--- src/rtl/rd53_afe_bgpv_inj_ctrl_pkg.sv ---
// ---------------------------------------------------------------------------
// rd53_afe_bgpv_pkg
// Shared types for the BGPV AFE injection sequencer:
//   - bgpv_inj_state_t : burst sequencer states
//   - bgpv_afe_cfg_t   : AFE static configuration (gain, power-down, trim DAC)
//   - TH_DAC_W         : width of the threshold trim DAC
// ---------------------------------------------------------------------------
package rd53_afe_bgpv_pkg;

  localparam int unsigned TH_DAC_W = 4;

  typedef enum logic [2:0] {
    ST_IDLE   = 3'd0,
    ST_SETTLE = 3'd1,
    ST_PRE    = 3'd2,
    ST_INJ    = 3'd3,
    ST_WAIT   = 3'd4,
    ST_GAP    = 3'd5,
    ST_DONE   = 3'd6
  } bgpv_inj_state_t;

  typedef struct packed {
    logic                gain_sel;
    logic                power_down;
    logic [TH_DAC_W-1:0] th_dac;
  } bgpv_afe_cfg_t;

  // The AFE comes out of reset powered down with default trim.
  localparam bgpv_afe_cfg_t CFG_RESET = '{gain_sel: 1'b0, power_down: 1'b1, th_dac: '0};

  function automatic logic is_busy(input bgpv_inj_state_t s);
    return (s != ST_IDLE) && (s != ST_DONE);
  endfunction

endpackage

--- src/rtl/rd53_afe_bgpv_inj_ctrl_if.sv ---
// ---------------------------------------------------------------------------
// rd53_afe_bgpv_inj_ctrl_if
// BGPV digital AFE control interface.
//   S0, S1      : calibration injection pulses
//   GAIN_SEL    : gain select
//   POWER_DOWN  : front-end power down
//   TH_DAC      : threshold trim DAC
//   HIT         : asynchronous discriminator output (AFE -> digital)
// Modports: master = front-end control side (fe_control), slave = AFE side.
// ---------------------------------------------------------------------------
interface rd53_afe_bgpv_inj_ctrl_if;
  import rd53_afe_bgpv_pkg::*;

  logic                S0;
  logic                S1;
  logic                GAIN_SEL;
  logic                POWER_DOWN;
  logic [TH_DAC_W-1:0] TH_DAC;
  logic                HIT;

  modport master (
    output S0, S1, GAIN_SEL, POWER_DOWN, TH_DAC,
    input  HIT
  );

  modport fe_control (
    output S0, S1, GAIN_SEL, POWER_DOWN, TH_DAC,
    input  HIT
  );

  modport slave (
    input  S0, S1, GAIN_SEL, POWER_DOWN, TH_DAC,
    output HIT
  );

endinterface

--- src/rtl/rd53_afe_bgpv_inj_ctrl_sync_edge.sv ---
// ---------------------------------------------------------------------------
// rd53_sync_edge
// Multi-flop synchroniser for an asynchronous level plus rising-edge detect.
//   clk, rst  : clock, asynchronous active-high reset
//   async_in  : asynchronous input level
//   rise      : one-cycle pulse on a synchronised 0->1 transition
// SYNC_STAGES must be at least 2.
// ---------------------------------------------------------------------------
module rd53_sync_edge #(
  parameter int unsigned SYNC_STAGES = 2
) (
  input  logic clk,
  input  logic rst,
  input  logic async_in,
  output logic rise
);

  logic [SYNC_STAGES-1:0] sync_q;
  logic                   last_q;

  always_ff @(posedge clk or posedge rst) begin
    if (rst) begin
      sync_q <= '0;
      last_q <= 1'b0;
    end else begin
      sync_q <= {sync_q[SYNC_STAGES-2:0], async_in};
      last_q <= sync_q[SYNC_STAGES-1];
    end
  end

  assign rise = sync_q[SYNC_STAGES-1] & ~last_q;

endmodule

--- src/rtl/rd53_afe_bgpv_inj_ctrl.sv ---
// ---------------------------------------------------------------------------
// rd53_afe_bgpv_inj_ctrl
// Per-pixel BGPV AFE sequencer: holds AFE configuration, runs a burst of
// S0/S1 calibration injections and counts injections that produced a hit.
// Ports:
//   clk, rst                      : clock, asynchronous active-high reset
//   cfg_we, cfg_gain_sel,
//   cfg_power_down, cfg_th_dac    : configuration write (IDLE only)
//   start, abort                  : burst control
//   n_inj                         : injections per burst
//   pulse_w, win_len, gap_len     : S0/S1 width, hit window, inter-injection gap
//   busy, done, hit_cnt, pd_err   : status
//   afe                           : AFE control interface (master modport)
// ---------------------------------------------------------------------------
module rd53_afe_bgpv_inj_ctrl
  import rd53_afe_bgpv_pkg::*;
#(
  parameter int unsigned N_INJ_W     = 8,
  parameter int unsigned TIMER_W     = 8,
  parameter int unsigned SETTLE_CYC  = 16,
  parameter int unsigned SYNC_STAGES = 2
) (
  input  logic                clk,
  input  logic                rst,
  input  logic                cfg_we,
  input  logic                cfg_gain_sel,
  input  logic                cfg_power_down,
  input  logic [TH_DAC_W-1:0] cfg_th_dac,
  input  logic                start,
  input  logic                abort,
  input  logic [N_INJ_W-1:0]  n_inj,
  input  logic [TIMER_W-1:0]  pulse_w,
  input  logic [TIMER_W-1:0]  win_len,
  input  logic [TIMER_W-1:0]  gap_len,
  output logic                busy,
  output logic                done,
  output logic [N_INJ_W-1:0]  hit_cnt,
  output logic                pd_err,
  rd53_afe_bgpv_inj_ctrl_if.master afe
);

  localparam int unsigned SET_W = $clog2(SETTLE_CYC + 1);
  // Two spare bits cover win_len + SYNC_STAGES without wrapping.
  localparam int unsigned TMR_W = ((TIMER_W + 2) > SET_W) ? (TIMER_W + 2) : SET_W;

  bgpv_inj_state_t     state_q, state_n;
  logic [TMR_W-1:0]    timer_q, timer_n;
  logic [N_INJ_W-1:0]  inj_q, inj_n;
  bgpv_afe_cfg_t       cfg_q;
  logic                dirty_q;
  logic                hit_seen_q;
  logic                s0_q, s1_q;

  logic                hit_rise;
  logic                start_acc;
  logic                settle_exit;
  logic                win_exit;
  logic                inj_end;
  logic [TMR_W-1:0]    pw_m1, win_m1, gap_m1, settle_m1;

  rd53_sync_edge #(.SYNC_STAGES(SYNC_STAGES)) u_hit_sync (
    .clk      (clk),
    .rst      (rst),
    .async_in (afe.HIT),
    .rise     (hit_rise)
  );

  // Timers count down from length-1 to 0; lengths are sampled at each load.
  assign pw_m1     = (pulse_w == '0) ? '0 : (TMR_W'(pulse_w) - TMR_W'(1));
  assign win_m1    = TMR_W'(win_len) + TMR_W'(SYNC_STAGES) - TMR_W'(1);
  assign gap_m1    = TMR_W'(gap_len) - TMR_W'(1);
  assign settle_m1 = TMR_W'(SETTLE_CYC - 1);

  always_comb begin
    state_n     = state_q;
    timer_n     = timer_q;
    inj_n       = inj_q;
    start_acc   = 1'b0;
    settle_exit = 1'b0;
    win_exit    = 1'b0;
    inj_end     = 1'b0;

    case (state_q)
      ST_IDLE: begin
        if (start && !abort) begin
          start_acc = 1'b1;
          if (cfg_q.power_down || (n_inj == '0)) begin
            state_n = ST_DONE;
          end else begin
            inj_n = n_inj;
            if (dirty_q) begin
              state_n = ST_SETTLE;
              timer_n = settle_m1;
            end else begin
              state_n = ST_PRE;
              timer_n = pw_m1;
            end
          end
        end
      end
      ST_SETTLE: begin
        if (timer_q == '0) begin
          settle_exit = 1'b1;
          state_n     = ST_PRE;
          timer_n     = pw_m1;
        end else begin
          timer_n = timer_q - TMR_W'(1);
        end
      end
      ST_PRE: begin
        if (timer_q == '0) begin
          state_n = ST_INJ;
          timer_n = pw_m1;
        end else begin
          timer_n = timer_q - TMR_W'(1);
        end
      end
      ST_INJ: begin
        if (timer_q == '0) begin
          state_n = ST_WAIT;
          timer_n = win_m1;
        end else begin
          timer_n = timer_q - TMR_W'(1);
        end
      end
      ST_WAIT: begin
        if (timer_q == '0) begin
          win_exit = 1'b1;
          // A zero gap skips GAP entirely; the injection ends right here.
          if (gap_len == '0) begin
            inj_end = 1'b1;
          end else begin
            state_n = ST_GAP;
            timer_n = gap_m1;
          end
        end else begin
          timer_n = timer_q - TMR_W'(1);
        end
      end
      ST_GAP: begin
        if (timer_q == '0) begin
          inj_end = 1'b1;
        end else begin
          timer_n = timer_q - TMR_W'(1);
        end
      end
      ST_DONE: state_n = ST_IDLE;
      default: state_n = ST_IDLE;
    endcase

    if (inj_end) begin
      inj_n = inj_q - N_INJ_W'(1);
      if (inj_q == N_INJ_W'(1)) begin
        state_n = ST_DONE;
      end else begin
        state_n = ST_PRE;
        timer_n = pw_m1;
      end
    end

    if (abort && is_busy(state_q)) begin
      state_n     = ST_IDLE;
      settle_exit = 1'b0;
      win_exit    = 1'b0;
    end
  end

  always_ff @(posedge clk or posedge rst) begin
    if (rst) begin
      state_q    <= ST_IDLE;
      timer_q    <= '0;
      inj_q      <= '0;
      cfg_q      <= CFG_RESET;
      dirty_q    <= 1'b1;
      hit_seen_q <= 1'b0;
      s0_q       <= 1'b0;
      s1_q       <= 1'b0;
      busy       <= 1'b0;
      done       <= 1'b0;
      hit_cnt    <= '0;
      pd_err     <= 1'b0;
    end else begin
      state_q <= state_n;
      timer_q <= timer_n;
      inj_q   <= inj_n;
      s0_q    <= (state_n == ST_PRE);
      s1_q    <= (state_n == ST_INJ);
      busy    <= is_busy(state_n);
      done    <= (state_n == ST_DONE);

      if ((state_q == ST_IDLE) && cfg_we) begin
        cfg_q   <= '{gain_sel: cfg_gain_sel, power_down: cfg_power_down, th_dac: cfg_th_dac};
        dirty_q <= 1'b1;
      end else if (settle_exit) begin
        dirty_q <= 1'b0;
      end

      if (state_q == ST_PRE) begin
        hit_seen_q <= 1'b0;
      end else if (hit_rise && ((state_q == ST_INJ) || (state_q == ST_WAIT))) begin
        hit_seen_q <= 1'b1;
      end

      // An edge landing in the final WAIT cycle still belongs to the window.
      if (start_acc) begin
        hit_cnt <= '0;
        pd_err  <= cfg_q.power_down;
      end else if (win_exit && (hit_seen_q || hit_rise)) begin
        hit_cnt <= hit_cnt + N_INJ_W'(1);
      end
    end
  end

  assign afe.S0         = s0_q;
  assign afe.S1         = s1_q;
  assign afe.GAIN_SEL   = cfg_q.gain_sel;
  assign afe.POWER_DOWN = cfg_q.power_down;
  assign afe.TH_DAC     = cfg_q.th_dac;

endmodule

--- src/flat_wrapper.sv ---
// flat-port wrapper written by rule: the top's interface ports become plain ports
module rd53_afe_bgpv_inj_ctrl_flat import rd53_afe_bgpv_pkg::*;
#(
  parameter int unsigned N_INJ_W     = 8,
  parameter int unsigned TIMER_W     = 8,
  parameter int unsigned SETTLE_CYC  = 16,
  parameter int unsigned SYNC_STAGES = 2
)
  (clk, rst, cfg_we, cfg_gain_sel, cfg_power_down, cfg_th_dac, start, abort, n_inj, pulse_w, win_len, gap_len, busy, done, hit_cnt, pd_err, afe_S0, afe_S1, afe_GAIN_SEL, afe_POWER_DOWN, afe_TH_DAC, afe_HIT);
  rd53_afe_bgpv_inj_ctrl_if afe_i ();
  input  logic clk;
  input  logic rst;
  input  logic cfg_we;
  input  logic cfg_gain_sel;
  input  logic cfg_power_down;
  input  logic [TH_DAC_W-1:0] cfg_th_dac;
  input  logic start;
  input  logic abort;
  input  logic [N_INJ_W-1:0] n_inj;
  input  logic [TIMER_W-1:0] pulse_w;
  input  logic [TIMER_W-1:0] win_len;
  input  logic [TIMER_W-1:0] gap_len;
  output logic busy;
  output logic done;
  output logic [N_INJ_W-1:0] hit_cnt;
  output logic pd_err;
  output wire logic [$bits(afe_i.S0)-1:0] afe_S0;
  output wire logic [$bits(afe_i.S1)-1:0] afe_S1;
  output wire logic [$bits(afe_i.GAIN_SEL)-1:0] afe_GAIN_SEL;
  output wire logic [$bits(afe_i.POWER_DOWN)-1:0] afe_POWER_DOWN;
  output wire logic [$bits(afe_i.TH_DAC)-1:0] afe_TH_DAC;
  input wire logic [$bits(afe_i.HIT)-1:0] afe_HIT;
  assign afe_S0 = afe_i.S0;
  assign afe_S1 = afe_i.S1;
  assign afe_GAIN_SEL = afe_i.GAIN_SEL;
  assign afe_POWER_DOWN = afe_i.POWER_DOWN;
  assign afe_TH_DAC = afe_i.TH_DAC;
  assign afe_i.HIT = afe_HIT;
  rd53_afe_bgpv_inj_ctrl #(.N_INJ_W(N_INJ_W), .TIMER_W(TIMER_W), .SETTLE_CYC(SETTLE_CYC), .SYNC_STAGES(SYNC_STAGES)) u_core (.clk(clk), .rst(rst), .cfg_we(cfg_we), .cfg_gain_sel(cfg_gain_sel), .cfg_power_down(cfg_power_down), .cfg_th_dac(cfg_th_dac), .start(start), .abort(abort), .n_inj(n_inj), .pulse_w(pulse_w), .win_len(win_len), .gap_len(gap_len), .busy(busy), .done(done), .hit_cnt(hit_cnt), .pd_err(pd_err), .afe(afe_i));
endmodule
--- config.mk ---
export PLATFORM = sky130hd
export DESIGN_NAME = rd53_afe_bgpv_inj_ctrl_flat
export DESIGN_NICKNAME = d
export VERILOG_FILES = /design/src/rtl/rd53_afe_bgpv_inj_ctrl_pkg.sv /design/src/rtl/rd53_afe_bgpv_inj_ctrl_if.sv /design/src/rtl/rd53_afe_bgpv_inj_ctrl_sync_edge.sv /design/src/rtl/rd53_afe_bgpv_inj_ctrl.sv /design/src/flat_wrapper.sv
export SDC_FILE = /design/constraint.sdc
export NUM_CORES = 1
export LEC_CHECK = 0
export CORE_MARGIN = 5
export CORE_UTILIZATION = 40
export DETAILED_ROUTE_END_ITERATION = 8
export SLEW_MARGIN = 10
export SYNTH_ARGS = -nofsm -noshare
export SYNTH_HDL_FRONTEND = slang
export SYNTH_SLANG_ARGS = --single-unit
--- constraint.sdc ---
create_clock -name clk -period 2.5 [get_ports clk]
set_clock_uncertainty 0.1 [all_clocks]
set_input_delay 0.375 -clock clk [delete_from_list [all_inputs] [get_ports clk]]
set_output_delay 0.375 -clock clk [all_outputs]
set_load 0.1 [all_outputs]
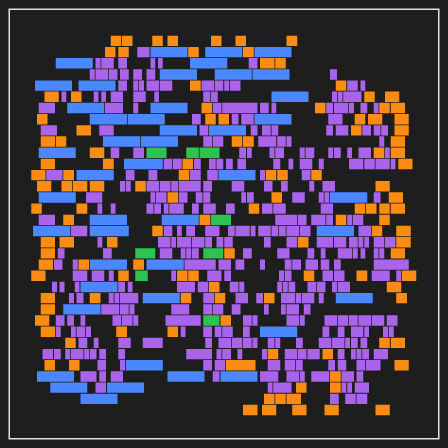
(cell classes on the final placement)
- green: clock drivers and dummy loads (cells 8; share of their area 2.1%)
- purple: combinational and other logic (cells 356; share of their area 50%)
- orange: remaining buffers and delay cells (cells 125; share of their area 23%)
- blue: sequential cells (cells 45; share of their area 24%)

==> notes.md <==
run metrics: yosys warns 0, tool warnings 29, sum of buffers and inverters on the critical path 3, H-tree levels 2, n_diodes 0, root buffer cell clkbuf_8, Min-Delay Path Class reg2reg, flop count about 45, gr busiest metal met2, post-route setup TNS 0 ps, DR WL met3 761 um, Reg area 1130 um2, Max Cap Viol 0, TritonRoute pass-1 iters 7, largest stage delay on the critical path about 440 ps, average size of a mapped cell ~8.4 um2, met1 GRT Util 26.4%, initial core utilization roughly two fifths, status finished clean, Leakage Power between 0.002 and 0.0025 uW, yosys stat cell total roughly 420, Clock-cell share under 10%, Biggest register u_core.timer_q, Flop+latch power about 1200 uW, Sw Share 49.9%, chip area line of the yosys report 3540 um2, hold endpoint u_core.u_hit_sync.sync_q[1]$_DFF_PP0_, Int Pwr 2240 uW, clock power share 11.8%
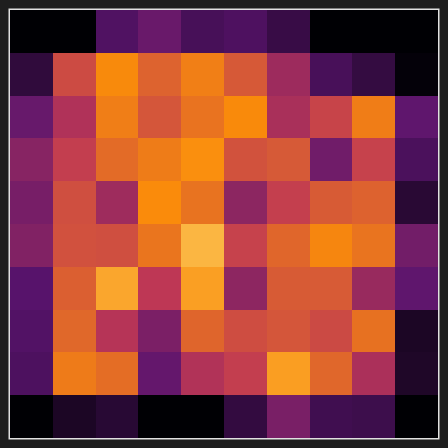
(placement density heat map)
10 x 10 tiles, from black (low) to pale yellow (high), 0 to 100% covered.
- mean over tiles: 43%
- emptiest ninth of the die: top right
- fullest tile: 84%
- tiles over 75% full: 5.0%
- densest ninth of the die: middle

Power figures rest on the tool's default switching activity, not on a simulated workload.
